### src/rtl/store_merge_unit.sv
// Store path to a 64-bit data memory: sd writes straight through, while sb/sh/sw
// read the enclosing doubleword, merge the new bytes in and write it back.
module store_merge_unit #(
  parameter int READ_LAT = 1
) (
  input  logic        clk,
  input  logic        reset,
  input  logic        start,
  input  logic [1:0]  size,
  input  logic [63:0] addr,
  input  logic [63:0] wdata,
  output logic [63:0] mem_addr,
  input  logic [63:0] mem_rdata,
  output logic        mem_wr,
  output logic [63:0] mem_wdata,
  output logic        busy,
  output logic        done,
  output logic        err
);

  typedef enum logic [2:0] {
    IDLE  = 3'd0,
    READ  = 3'd1,
    MERGE = 3'd2,
    WRITE = 3'd3,
    DONE  = 3'd4
  } state_t;

  localparam logic [1:0] SIZE_D    = 2'd3;
  localparam logic [2:0] LAST_WAIT = 3'(READ_LAT - 1);

  state_t      state_reg, state_next;
  logic [2:0]  wait_cnt_reg, wait_cnt_next;
  logic [1:0]  size_reg;
  logic [2:0]  off_reg;
  logic [63:0] addr_reg;
  logic [63:0] wdata_reg;
  logic [63:0] wbuf_reg;
  logic        err_reg;

  logic        misaligned;
  logic [3:0]  nbytes;
  logic [63:0] merged;

  always_comb begin
    misaligned = 1'b0;
    case (size)
      2'd1:    misaligned = addr[0];
      2'd2:    misaligned = |addr[1:0];
      2'd3:    misaligned = |addr[2:0];
      default: misaligned = 1'b0;
    endcase
  end

  assign nbytes = 4'd1 << size_reg;

  // Byte gi takes wdata byte (gi - off) when it falls inside the store window.
  generate
    for (genvar gi = 0; gi < 8; gi++) begin : g_merge
      logic [3:0] rel;
      logic       hit;
      assign rel = 4'(gi) - {1'b0, off_reg};
      assign hit = !rel[3] && ({1'b0, rel[2:0]} < nbytes);
      assign merged[gi*8 +: 8] = hit ? wdata_reg[{rel[2:0], 3'b000} +: 8]
                                     : mem_rdata[gi*8 +: 8];
    end
  endgenerate

  always_comb begin
    state_next    = state_reg;
    wait_cnt_next = wait_cnt_reg;
    case (state_reg)
      IDLE: begin
        if (start) begin
          wait_cnt_next = 3'd0;
          if (misaligned)
            state_next = DONE;
          else if (size == SIZE_D)
            state_next = WRITE;
          else
            state_next = READ;
        end
      end
      READ: begin
        if (wait_cnt_reg == LAST_WAIT)
          state_next = MERGE;
        else
          wait_cnt_next = wait_cnt_reg + 3'd1;
      end
      MERGE:   state_next = WRITE;
      WRITE:   state_next = DONE;
      DONE:    state_next = IDLE;
      default: state_next = IDLE;
    endcase
  end

  always_ff @(posedge clk) begin
    if (reset) begin
      state_reg    <= IDLE;
      wait_cnt_reg <= 3'd0;
      size_reg     <= 2'd0;
      off_reg      <= 3'd0;
      addr_reg     <= 64'd0;
      wdata_reg    <= 64'd0;
      wbuf_reg     <= 64'd0;
      err_reg      <= 1'b0;
    end else begin
      state_reg    <= state_next;
      wait_cnt_reg <= wait_cnt_next;
      case (state_reg)
        IDLE: begin
          if (start) begin
            size_reg  <= size;
            off_reg   <= addr[2:0];
            addr_reg  <= {addr[63:3], 3'b000};
            wdata_reg <= wdata;
            // sd writes the request data unmodified; sub-doubleword stores overwrite this in MERGE
            wbuf_reg  <= wdata;
            err_reg   <= misaligned;
          end
        end
        MERGE: wbuf_reg <= merged;
        DONE: begin
          addr_reg <= 64'd0;
          err_reg  <= 1'b0;
        end
        default: ;
      endcase
    end
  end

  assign mem_addr  = addr_reg;
  assign mem_wr    = (state_reg == WRITE);
  assign mem_wdata = (state_reg == WRITE) ? wbuf_reg : 64'd0;
  assign busy      = (state_reg != IDLE);
  assign done      = (state_reg == DONE);
  assign err       = (state_reg == DONE) && err_reg;

endmodule

### config.mk
export PLATFORM = sky130hd
export DESIGN_NAME = store_merge_unit
export DESIGN_NICKNAME = d
export VERILOG_FILES = /design/src/rtl/store_merge_unit.sv
export SDC_FILE = /design/constraint.sdc
export NUM_CORES = 1
export LEC_CHECK = 0
export CAP_MARGIN = 40
export CORE_UTILIZATION = 40
export CTS_CLUSTER_DIAMETER = 40
export DETAILED_ROUTE_END_ITERATION = 7
export PLACE_DENSITY = 0.69
export SYNTH_ARGS = -nofsm -noshare
export SYNTH_HDL_FRONTEND = slang
export SYNTH_SLANG_ARGS = --single-unit
### constraint.sdc
create_clock -name clk -period 4 [get_ports clk]
set_input_delay 0.8 -clock clk [delete_from_list [all_inputs] [get_ports clk]]
set_output_delay 0.8 -clock clk [all_outputs]
set_load 0.05 [all_outputs]
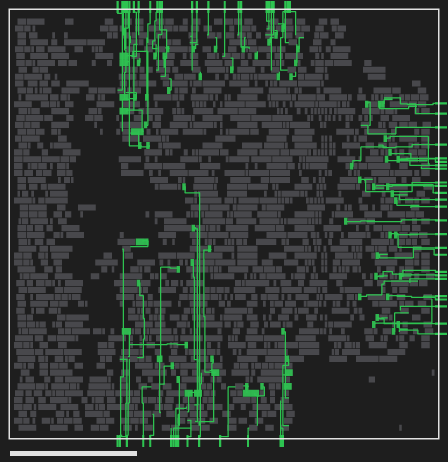
io_fan.png
The bar under the picture is 50 um long.
Key: wdata = green [bits 64, direction input, edge 25 right, 24 top, 15 bottom, end cells 79, buffers 64, wire 2360 um]

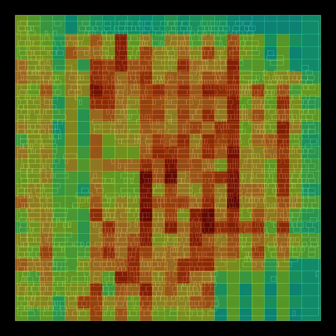
congestion.png
met3 Resource Use GR: 7.18%
grt met1 use: 33.9%

==> results.toml <==
# physical design summary
[placement]
hpwlAfterDp_um = 28800
globalplace.congestion = 0.925
portBuffers = 325

[hold_path]
worstHoldPathCells = 2
min_path_type = "reg -> reg"
min_to = "mem_addr[53]$_SDFFE_PP0P_"
hold_start = "mem_addr[53]$_SDFFE_PP0P_"

[final_timing]
layout_min_cycle_time_ps = 3700
hold_ws_ps = 495
min_period_over_period_pct = 92.6
hold_viol_final = 0
timing.final.max_slew_violations = 0
worst_pin_slew_ps = 940
max_slew_margin_pct = 36.7
finalSetupViolCount = 0
rsz0062_at_grt = "no"

[grt]
grtUsageTotal_pct = 27.3
grt_overflow = 0
grt_max_degree = 99
grt.busiest_layer = "met2"
antenna_found_initial = 1

[synth]
synthTopCellsByArea = "dfxtp_1 36%, mux4_2 16%, nand2_1 10%"
syn_area_per_cell_um2 = 8.83
largest_area_cell = "dfxtp_1"
ys_chip_area_um2 = 11200
syn_inst = 1266
ys.flops = 201
top_area_share_pct = 36.0
yosysWarningCount = 0
ys_seq_share_pct = 36.0

[cts]
clockBufferDepth = 3
clk_pin_slew_ps = 60
cts_made_buffers = 35
cts_max_level = 2
numClockSinks = 201
cts_tree = "yes"
post_cts_resize_count = 0

[flow_run]
log.warning_count = 32
maxCapViolCount = 0

[routing]
dr_wl_met2_um = 18200
drcViolationCount = 0
vias = 11100
met1Wirelength_um = 15700

[die]
initial_core_util_pct = 41.1
rows = 60
dieHeight_um = 169
n_tap_cell = 372
die_x_um = 169
pin_count = 329

[layout]
largest_class = "combinational gates"
most-common-layout-cells = "324 x clkdlybuf4s50_1, 312 x nand2_1, 199 x dfxtp_1"
fillers = 2442
final_util_pct = 58.2
inverters_excl_clock = 14
seq_area_um2 = 4030
layout.cells.non_filler = 1943
logic_gates = 942
flop-count = 201

[worst_setup_path]
crit_family = "buffers and inverters"
cp-startpoint = "state_reg[0]$_SDFFE_PP0P_"
critical_path_class = "reg -> out"
reg2reg_slack_ps = 890
max_stage_delay_ps = 800
reg2reg_to = "wbuf_reg[12]$_SDFFE_PP0P_"
crit_chain = "and3b_2 > buf_4 > and2_1 > clkdlybuf4s50_1"
crit_required_ps = 3200
critPathLaunchType = "register"
regToRegStartpoint = "off_reg[1]$_SDFFE_PP0P_"

[status]
outcome = "complete, no violations"

[pwr]
worst_ir_drop_vdd_mv = 0.318
powerDensity_nw_per_um2 = 455
p_total_mw = 7.20
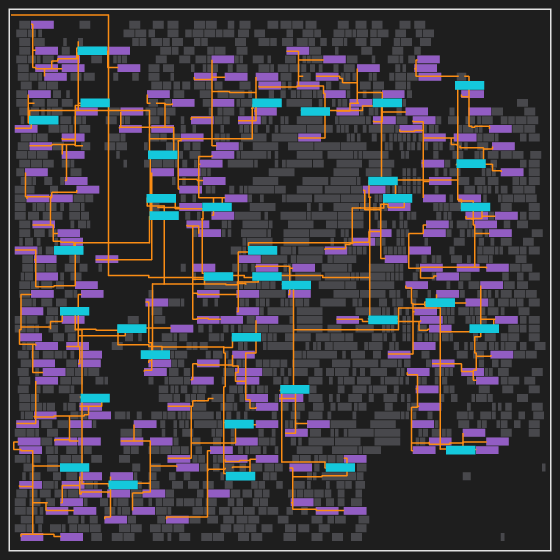
clk_routes.png
Key: clock drivers = cyan [count 35]; clock wires = orange [length 3030 um]; flip-flops = purple [count 201]
Position of the flops: all over the die.

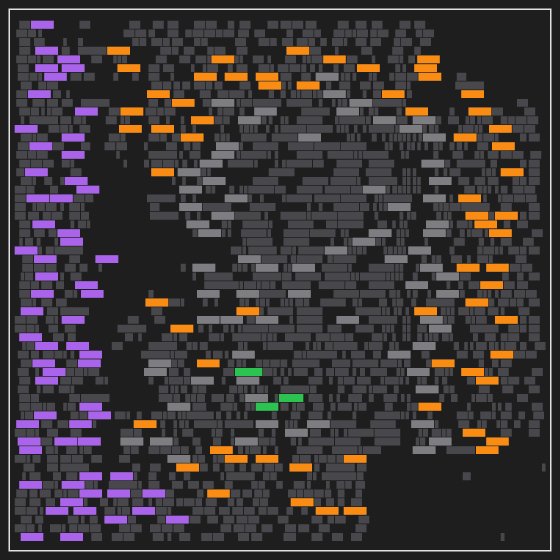
flops_by_reg.png
Other sequential cells in the stronger grey, the rest of the logic in the fainter grey.
Key: off_reg = green [flops 3]; mem_addr = purple [flops 61, where a column on the left]; wbuf_reg = orange [flops 64, where all over the die]
Another 73 sequential cells are not coloured.

-- worst min-delay path, stage by stage, from the launching register on --
cell	delay, ps
dfxtp_1	320
a22oi_1	60
nor2_1	70
-- report_power, final --
group | internal [mW] | switching [mW]
registers | 2.19 | 0.199
logic | 0.795 | 1.04
clock network | 1.84 | 1.14
-- cell families after synthesis --
group | count (synthesis) | synth area share [%]
other | 1 | 0.0336
and+or+nand+nor | 525 | 20.7
DFF | 201 | 36.0
adders and majority gates | 19 | 2.13
muxes | 96 | 17.6
buffers and inverters | 125 | 5.06
xor gates and xnor gates | 4 | 0.448
AOI/OAI and AO/OA | 295 | 18.1
